<file path="config.mk">
export PLATFORM = sky130hd
export DESIGN_NAME = mem_access_unit
export DESIGN_NICKNAME = d
export VERILOG_FILES = /design/src/rtl/mem_access_unit.sv
export SDC_FILE = /design/constraint.sdc
export NUM_CORES = 1
export LEC_CHECK = 0
export CAP_MARGIN = 40
export CELL_PAD_IN_SITES_DETAIL_PLACEMENT = 0
export CELL_PAD_IN_SITES_GLOBAL_PLACEMENT = 2
export CORE_ASPECT_RATIO = 0.75
export CORE_MARGIN = 5
export CORE_UTILIZATION = 23
export CTS_BUF_LIST = sky130_fd_sc_hd__clkbuf_4 sky130_fd_sc_hd__clkbuf_8 sky130_fd_sc_hd__clkbuf_16
export CTS_CLUSTER_SIZE = 20
export DETAILED_ROUTE_END_ITERATION = 16
export GPL_ROUTABILITY_DRIVEN = 0
export PLACE_DENSITY = 0.78
export SLEW_MARGIN = 0
export SYNTH_ARGS = -nofsm -noshare
export SYNTH_HDL_FRONTEND = slang
export SYNTH_SLANG_ARGS = --single-unit
</file>
<file path="constraint.sdc">
create_clock -name clk -period 1.6 [get_ports clk]
set_input_delay 0.24 -clock clk [delete_from_list [all_inputs] [get_ports clk]]
set_output_delay 0.24 -clock clk [all_outputs]
set_load 0.01 [all_outputs]
</file>
<file path="src/rtl/mem_access_unit.sv">
//==============================================================================
// mem_access_unit : load/store initiator between the MEM stage and a
//                   word-addressed data memory (byte/half/word, RMW sub-word stores)
// Revision: 1.0
//==============================================================================
`default_nettype none

module mem_access_unit #(
    parameter int DEPTH_WORDS = 26,
    parameter int ADDR_WIDTH  = 32
) (
    input  logic                  clk,
    input  logic                  reset,
    input  logic                  req_valid,
    output logic                  req_ready,
    input  logic                  MR,
    input  logic                  MW,
    input  logic [1:0]            size,
    input  logic                  sign_ext,
    input  logic [ADDR_WIDTH-1:0] address,
    input  logic [31:0]           writeData,
    output logic [31:0]           readData,
    output logic                  done,
    output logic                  err,
    output logic [ADDR_WIDTH-1:0] mem_addr,
    output logic [31:0]           mem_wdata,
    output logic                  mem_we,
    input  logic [31:0]           mem_rdata
);

    localparam int IDX_W = ADDR_WIDTH - 2;

    typedef enum logic [2:0] {
        S_IDLE = 3'd0,
        S_RD   = 3'd1,
        S_RMW  = 3'd2,
        S_WR   = 3'd3,
        S_RESP = 3'd4
    } state_t;

    state_t                r_state;
    state_t                w_next;
    logic [ADDR_WIDTH-1:0] r_addr;
    logic [1:0]            r_size;
    logic                  r_sext;
    logic [31:0]           r_wbuf;
    logic                  r_err;
    logic [31:0]           r_rdata;

    logic                  w_accept;
    logic                  w_bad;
    logic [IDX_W-1:0]      w_idx;
    logic [7:0]            w_byte;
    logic [15:0]           w_half;
    logic [31:0]           w_load;
    logic [31:0]           w_merge;

    assign w_idx    = address[ADDR_WIDTH-1:2];
    assign w_accept = req_valid & req_ready;
    assign w_bad    = (MR == MW)
                    | (size == 2'b11)
                    | ((size == 2'b01) & address[0])
                    | ((size == 2'b10) & (address[1:0] != 2'b00))
                    | (w_idx >= IDX_W'(DEPTH_WORDS));

    always_ff @(posedge clk or negedge reset) begin
        if (!reset) begin
            r_state <= S_IDLE;
        end else begin
            r_state <= w_next;
        end
    end

    always_comb begin
        w_next    = r_state;
        req_ready = 1'b0;
        done      = 1'b0;
        err       = 1'b0;
        mem_we    = 1'b0;
        mem_addr  = '0;
        mem_wdata = '0;
        case (r_state)
            S_IDLE: begin
                req_ready = 1'b1;
                if (w_accept) begin
                    if (w_bad)              w_next = S_RESP;
                    else if (MR)            w_next = S_RD;
                    else if (size == 2'b10) w_next = S_WR;
                    else                    w_next = S_RMW;
                end
            end
            S_RD: begin
                mem_addr = {r_addr[ADDR_WIDTH-1:2], 2'b00};
                w_next   = S_RESP;
            end
            S_RMW: begin
                mem_addr = {r_addr[ADDR_WIDTH-1:2], 2'b00};
                w_next   = S_WR;
            end
            S_WR: begin
                mem_addr  = {r_addr[ADDR_WIDTH-1:2], 2'b00};
                mem_wdata = r_wbuf;
                mem_we    = 1'b1;
                w_next    = S_RESP;
            end
            S_RESP: begin
                done   = 1'b1;
                err    = r_err;
                w_next = S_IDLE;
            end
            default: w_next = S_IDLE;
        endcase
    end

    // Little-endian lane extraction for loads
    always_comb begin
        case (r_addr[1:0])
            2'd0:    w_byte = mem_rdata[7:0];
            2'd1:    w_byte = mem_rdata[15:8];
            2'd2:    w_byte = mem_rdata[23:16];
            default: w_byte = mem_rdata[31:24];
        endcase
        w_half = r_addr[1] ? mem_rdata[31:16] : mem_rdata[15:0];
        case (r_size)
            2'b00:   w_load = {{24{r_sext & w_byte[7]}}, w_byte};
            2'b01:   w_load = {{16{r_sext & w_half[15]}}, w_half};
            default: w_load = mem_rdata;
        endcase
    end

    // Store data sits in r_wbuf's low bits until it is merged into the read word
    always_comb begin
        w_merge = mem_rdata;
        if (r_size == 2'b00) begin
            case (r_addr[1:0])
                2'd0:    w_merge[7:0]   = r_wbuf[7:0];
                2'd1:    w_merge[15:8]  = r_wbuf[7:0];
                2'd2:    w_merge[23:16] = r_wbuf[7:0];
                default: w_merge[31:24] = r_wbuf[7:0];
            endcase
        end else if (r_addr[1]) begin
            w_merge[31:16] = r_wbuf[15:0];
        end else begin
            w_merge[15:0] = r_wbuf[15:0];
        end
    end

    always_ff @(posedge clk or negedge reset) begin
        if (!reset) begin
            r_addr  <= '0;
            r_size  <= 2'b00;
            r_sext  <= 1'b0;
            r_wbuf  <= '0;
            r_err   <= 1'b0;
            r_rdata <= '0;
        end else begin
            case (r_state)
                S_IDLE: begin
                    if (w_accept) begin
                        r_addr <= address;
                        r_size <= size;
                        r_sext <= sign_ext;
                        r_wbuf <= writeData;
                        r_err  <= w_bad;
                    end
                end
                S_RD:    r_rdata <= w_load;
                S_RMW:   r_wbuf  <= w_merge;
                default: ;
            endcase
        end
    end

    assign readData = r_rdata;

endmodule

`default_nettype wire
</file>
### Cells by drive strength, run 1

Drawn at 2 px/µm.
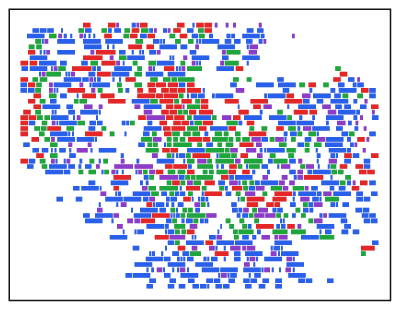
| size | colour | cells | share |
|---|---|---|---|
| _6 and larger | red | 148 | 15% |
| _2 cells | purple | 143 | 14% |
| _3 and _4 cells | green | 206 | 21% |
| _0 and _1 cells | blue | 499 | 50% |

### Cell outlines without signal wires, run 1

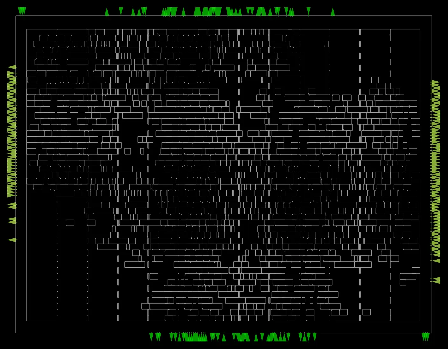
Final Instance Count excl. Fillers: 1303
row count: 49

==> results.txt, run 1 <==
Results of the run.

In this run, post-CTS repair resized a total of 455 instances. The number of design-rule violations left by the first detailed-router iteration is 344. The flow ran to the end, but the final reports show violations. The worst hold path cell count is 3.

The final-report hold violation count is 0. The number of nets with antenna violations after detailed routing is 0. STA classifies the critical path endpoint as a register. The first-pass GRT wire length is 39.50 mm. The critical path ends at readData[28]$_DFFE_PN0N_. For the worst setup path, the data arrival time is 2.24 ns. Entering global routing, the biggest net connects 104 pins. After routing, the total negative slack on setup checks comes to -38.20 ns. The checks that failed: setup timing. Note, the detailed placer reported a final HPWL of 17.96 mm.

The fraction of standard cell area that is sequential is 22.97%. The power in sequential cells is 3.03 mW. For reference, the top cells by count after synthesis are sky130_fd_sc_hd__nand2_1, sky130_fd_sc_hd__dfrtp_1, sky130_fd_sc_hd__and2_1. The family of cells with the greatest summed delay on the critical path is AND-OR/OR-AND gates. met2 track demand over resource after global routing is 26.75%. The share of synthesized area in the top cell type comes to 46.18%. The met1 track demand over resource in global routing is 26.92%. Net switching is 33.14% of the power. During I/O placement, the number of pins put on the boundary was 204.

The end of the worst hold path is r_sext$_DFFE_PN0P_. Of all the cell area in the finished design, the clock network holds 2.626%. Timing analysis after detailed placement gives a worst setup slack of -0.4926 ns. The final worst-path cycle share is 123.9%.

The synthesis-to-finish area growth is 101.5%. The report puts the hold buffer count at CTS at 1. Looking at the clock tree report, the H-tree level count equals 3. The per-cell via count in the routed design is 4.758.

After clock tree synthesis, the setup repair step added 51 buffers. The CTS tree is yes. The clock share of power is 30.0%.

The clock slew at the register clock pins of the worst setup and hold paths is 0.09 ns. At the floorplan stage, the core utilization is reported as 23.34%. The library cell with the highest instance count after synthesis is sky130_fd_sc_hd__nand2_1. Setup slack on the worst reg-to-reg path comes out at -0.38 ns. In the detailed route, the total length drawn on met2 is 11.60 mm. The slowest stage cell on the critical path is sky130_fd_sc_hd__dfrtp_2. In the final layout, excluding clock buffers the buffer count is 376. The routed wirelength on the met1 layer is recorded as 12.36 mm. The synthesized netlist devotes 0% of its cell area to adder and majority cells.

The post-synthesis share of cell area spent on and, or, nand and nor gates is 26.45%. Sequential cells were found to cover 46.18% of the synthesized design area. The worst path setup slack after routing is -0.3825 ns.

The layout report lists the non-clock buffer share of cell area as 35.25%. Yosys reports the multiplexer fraction of the synthesized area as 3.542%. Endpoints with negative setup slack in the final report add up to 165. The gate-level netlist out of Yosys references 57 unique cell types.

The cell count after placement is 1209. The clock tree root buffer cell is sky130_fd_sc_hd__clkbuf_16. The worst pin sits at a relative slew slack of 60.26%. Looking at hold timing, the worst path starts from sign_ext. According to the timing report, the data required time at the worst endpoint equals 1.86 ns.

The most used logic cell in the final layout is sky130_fd_sc_hd__clkdlybuf4s50_1. Yosys mapped a number of flops with a built-in enable equal to 0. Per the post-run analysis, buffers plus inverters along the critical path come to 3.
### I/O nets highlighted, run 1

Drawn at 1.5 px/µm.
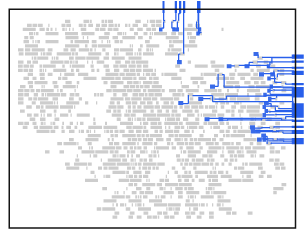
| port | colour | bits | direction | edge | end cells | buffers | wire |
|---|---|---|---|---|---|---|---|
| mem_wdata | blue | 32 | output | 26 right, 6 top | 32 | 32 | 867 µm |

### I/O pins on the die edge, run 1

Drawn at 2 px/µm. Pins as bars across the die edge, other pins in grey.
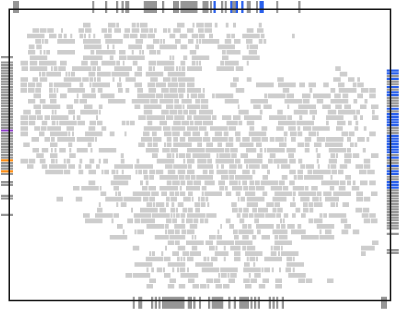

==> run 1 -> run 2 <==
--- a/config.mk
+++ b/config.mk
@@ -15,6 +15,7 @@
 export CTS_CLUSTER_SIZE = 20
 export DETAILED_ROUTE_END_ITERATION = 16
 export GPL_ROUTABILITY_DRIVEN = 0
+export MAX_ROUTING_LAYER = met4
 export PLACE_DENSITY = 0.78
 export SLEW_MARGIN = 0
 export SYNTH_ARGS = -nofsm -noshare
### I/O pins on the die edge, run 2

Drawn at 2 px/µm. Pins as bars across the die edge, other pins in grey.
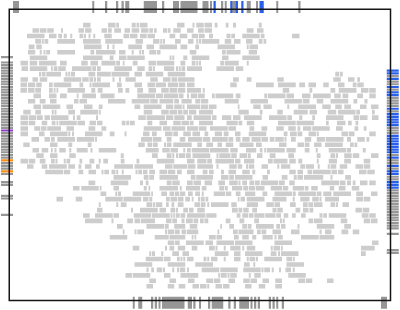
| port | colour | pins | direction | edge |
|---|---|---|---|---|
| mem_wdata | blue | 32 | output | 26 right, 6 top |
| MR | purple | 1 | input | left |
| size | orange | 2 | input | left |
all pins by edge: 62 right, 48 left, 48 top, 46 bottom

### Cells by drive strength, run 2

Drawn at 2 px/µm.
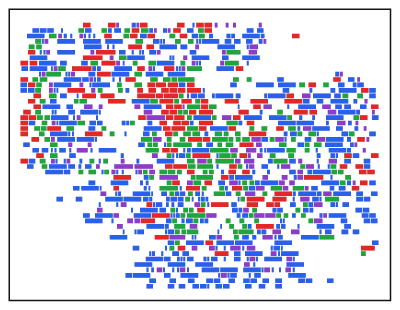
| size | colour | cells | share |
|---|---|---|---|
| _6 and larger | red | 147 | 15% |
| _3 and _4 cells | green | 199 | 20% |
| _2 cells | purple | 139 | 14% |
| _0 and _1 cells | blue | 509 | 51% |

==> run 2 against run 1 <==
Effect of this change: fmax hardly changed; die area unchanged; highest routed layer is now met4; critical path type unchanged; cell area shrank 0.88%; the run still ends with setup timing left; sequential cell count unchanged; setup slack barely moved.
==> results.txt, run 2 <==
Results of the run.

The number of synthesized flops with an enable pin is 0. The worst hold path cell count is 3. The chip area is 27520 µm². Pin placement for this block handled 204 I/O pins. The floorplan step set the die width to 189.9 µm. The number of design-rule violations left by the first detailed-router iteration is 331. Synthesis produced 649 cells. Prior to clock tree synthesis, the placed netlist has a worst setup slack of -0.4926 ns. The final worst-path cycle share is 123.9%. The report puts the hold buffer count at CTS at 1.

The cell-mix breakdown from Yosys lists the adder-cell area share as 0%. The clock skew is 0.01328 ns. The layer carrying the most global-route usage is met1. The clock sink total is 103. Net switching is 32.96% of the power. The share of the core area taken by cells at floorplan is 23.34%.

In the final report, the number of hold violations comes to 0. According to the floorplan log, the row count is 49. The net total in the final layout is 1093. The top routing layer in use is met4. The kind of end point of the critical path is a register. The final timing report lists a max-slew violation count of 0. After layout, the buffer instance count without clock buffers stands at 374. The internal portion of the total power is 5.043 mW.

495 cells are multi-input combinational gates. The most used logic cell in the final layout is sky130_fd_sc_hd__clkdlybuf4s50_1. The setup total negative slack is -37.96 ns. The timing report gives the worst reg2reg path a setup slack of -0.38 ns. The first-pass GRT wire length is 39.56 mm. Looking at the clock tree report, the root buffer type is sky130_fd_sc_hd__clkbuf_16. The most frequently used library cell after synthesis is sky130_fd_sc_hd__nand2_1. For the finished layout, the period the worst path requires is 1.983 ns. The layout report lists the multi-input gate area as 3914 µm². The overall track demand over capacity in global routing is 19.02%. Entering global routing, the biggest net connects 104 pins. The met1 wire length is 12.34 mm. For reference, simple AND, OR, NAND and NOR cells occupy 26.45% of the area reported after synthesis. According to the timing report, the data required time at the worst endpoint equals 1.85 ns.

The script reports the combined buffer and inverter count of the critical path as 3. The min-delay analysis places its worst path in the category in -> reg. The final wirelength is 26.66 mm. Global routing used 26.89% of the available met1 tracks.

The ratio of total power to cell area is 674.9 nW/µm². After the flow finishes, the layout carries non-filler instances totaling 1302. The multi-input logic portion of the cell area is 35.11%. The inverter count of the layout excluding clock inverters is 6. The top-area cell type share of the netlist area is 46.18%. The cell count in the Yosys report is 649.

The clock share of power is 30.2%. In the synthesized netlist, mux cells make up 3.542% of the area. The checks that failed: setup timing.

Per the placement report, the placed cell count is 1209. In the post-route analysis, the smallest setup slack over all paths is -0.3830 ns. In the hold report, the worst path ends at r_sext$_DFFE_PN0P_. In the Yosys stats the netlist draws on 57 distinct library cells.

The clock slew at the register clock pins of the worst setup and hold paths is 0.09 ns. Sequential cells make up 23.17% of the cell area. Per the power-grid run, VDD falls by no more than 0.5387 mV.

For this sky-water flow run, the detailed-routed wirelength per cell is reported as 20.48 µm. The number of global-route vias before repair came to 6314. On the critical path the data arrives at 2.23 ns. The worst slew margin relative to its limit is 58.67%. The launch point of the worst min-delay path is recorded as sign_ext. TritonCTS built the clock tree. Recorded from the global router log, the overflow total was 0. The flow ran to the end, but the final reports show violations. The per-cell via count in the routed design is 4.735. The number of violations of the max-capacitance limit is 0. The H-tree was split into 3 levels. In this run the layout overhead on the synthesized area is reported as 99.69%. Global routing used 26.86% of the available met2 tracks. The slowest stage cell on the critical path is sky130_fd_sc_hd__dfrtp_2. The number of buffers inserted by post-CTS setup repair is 51. Once detail routing completed, the nets flagged for antenna violations numbered 0. The latest clock arrival within the worst-skew pair is 0.37 ns. The synthesis run shows the most used standard cells to be sky130_fd_sc_hd__nand2_1, sky130_fd_sc_hd__dfrtp_1, sky130_fd_sc_hd__and2_1. After layout the signal buffers, clock cells excluded, come to 35.38% of cell area. The family of cells with the greatest summed delay on the critical path is AND-OR/OR-AND gates. Per Yosys stat, the portion of area used by sequential elements is 46.18%. The power of the clock network is 2.27 mW.

The switching power is 2.479 mW. The number of setup violations in the final report is 165. The capturing instance or port of the critical path is readData[28]$_DFFE_PN0N_. In the detailed route, the total length drawn on met2 is 11.65 mm. The total half-perimeter wirelength after legalization and detailed placement is 17.96 mm.

The post-cts resize count is 455. The clock network takes up 2.649% of total cell area after layout. The post-route netlist has 48.79% of its cells at a drive strength greater than 1. In this run, power in flip-flops and latches comes to 3.03 mW.
### Signal wires by layer, run 2

Drawn at 2 px/µm. Only two layers are drawn.
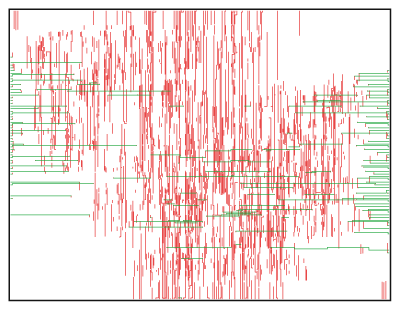

==> run 2 -> run 3 <==
--- a/config.mk
+++ b/config.mk
@@ -10,13 +10,14 @@
 export CELL_PAD_IN_SITES_GLOBAL_PLACEMENT = 2
 export CORE_ASPECT_RATIO = 0.75
 export CORE_MARGIN = 5
-export CORE_UTILIZATION = 23
+export CORE_UTILIZATION = 32
 export CTS_BUF_LIST = sky130_fd_sc_hd__clkbuf_4 sky130_fd_sc_hd__clkbuf_8 sky130_fd_sc_hd__clkbuf_16
 export CTS_CLUSTER_SIZE = 20
 export DETAILED_ROUTE_END_ITERATION = 16
+export DONT_BUFFER_PORTS = 1
 export GPL_ROUTABILITY_DRIVEN = 0
 export MAX_ROUTING_LAYER = met4
-export PLACE_DENSITY = 0.78
+export PLACE_DENSITY = 0.76
 export SLEW_MARGIN = 0
 export SYNTH_ARGS = -nofsm -noshare
 export SYNTH_HDL_FRONTEND = slang
### Signal wires by layer, run 3

Drawn at 3 px/µm. Only two layers are drawn.
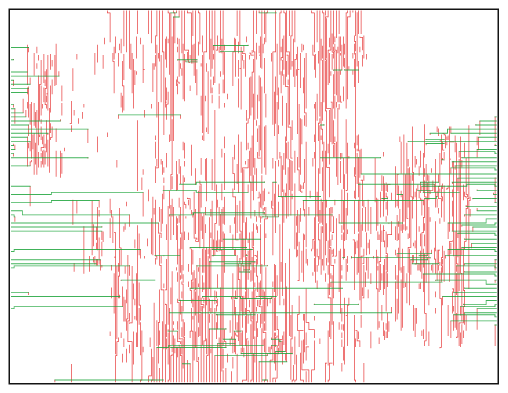
| layer | colour | wire length |
|---|---|---|
| metal 3 | green | 2200 µm |
| metal 2 | red | 10500 µm |

==> run 3 against run 2 <==
Effect of this change: the run ends with hold timing, setup timing left; sequential power hardly changed; final cell count fell by 23%; first-iteration DRC count down 8.5%; area after synthesis did not move; non-clock buffer count decreased by 228; clock skew is 0.0078 ns lower; sequential cell count did not move; hold slack worse by 0.85 ns; critical path type unchanged; largest cell class is now logic gates; largest power group unchanged; highest routed layer unchanged.
==> results.txt, run 3 <==
Results of the run.

The first global-routing pass estimated 33.80 mm of wire. The share of cell area taken by muxes after synthesis is 3.542%. The signal arrival time at the worst endpoint is 2.07 ns. The fraction of standard cell area that is sequential is 30.43%. The worst path setup slack after routing is -0.2280 ns. Among all stages on the critical path, the largest delay is contributed by sky130_fd_sc_hd__mux4_2. Per the OpenROAD floorplan log, the area of the die is 20210 µm².

The flow ran to the end, but the final reports show violations. The net total in the final layout is 863. The checks that failed: hold timing, setup timing. The number of buffers inserted by post-CTS setup repair is 35. The per-cell via count in the routed design is 5.471. The number of H-tree branching levels is 3.

The power of the clock network is 2.26 mW. Hold timing on the final database bottoms out at a slack of -0.4221 ns. Summed over all nets, wire length on met2 after detailed routing comes to 10.51 mm. The ratio of cells with drive above 1 in the final layout is 41.75%. The number of global-route vias before repair was 5539. The number of multi-input combinational cells in the layout is 493. The clock network contribution to total cell area is 3.470%. The final hold violation count recorded for this run is 103. The number of synthesized flops with an enable pin is 0. Of the total standard cell area in the layout, the multi-input combinational portion is 42.57%. The setup total negative slack is -19.48 ns. Signal nets in the final route climb as high as met4. Relative to the synthesized area, the layout overhead comes to 51.83%. For this run the aggregate overflow at the end of global routing stands at 0.

The post-cts resize count is 156. The power report shows net switching accounting for 29.59% of the total. The worst reg-to-reg setup slack is -0.23 ns. The number of slew-limit violations in the final report is 0.

In this run the horizontal extent of the chip is 162.5 µm. The top-level I/O count is 204. The kind of cell with the highest combined delay along the critical path is AND-OR/OR-AND gates.

The overall track demand over capacity in global routing is 22.17%. Summing the areas of all and, or, nand and nor instances in the mapped netlist gives 26.45% of the synthesized area. The peak ir drop on the vdd network is 0.5501 mV. The most used logic cell in the final layout is sky130_fd_sc_hd__nand2_1. The final timing report counts setup violations totalling 122.
### Cell outlines without signal wires, run 3

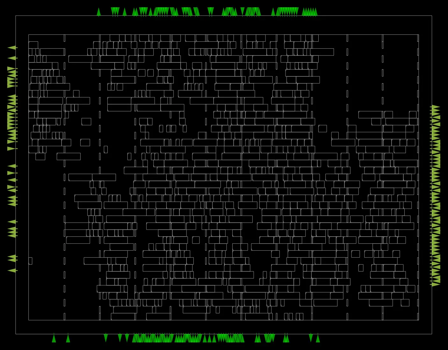
Fill cells: 1561
Final Instance Count excl. Fillers: 1000
sequential cell count of the final layout: 103

Power and IR drop assume default switching activity.
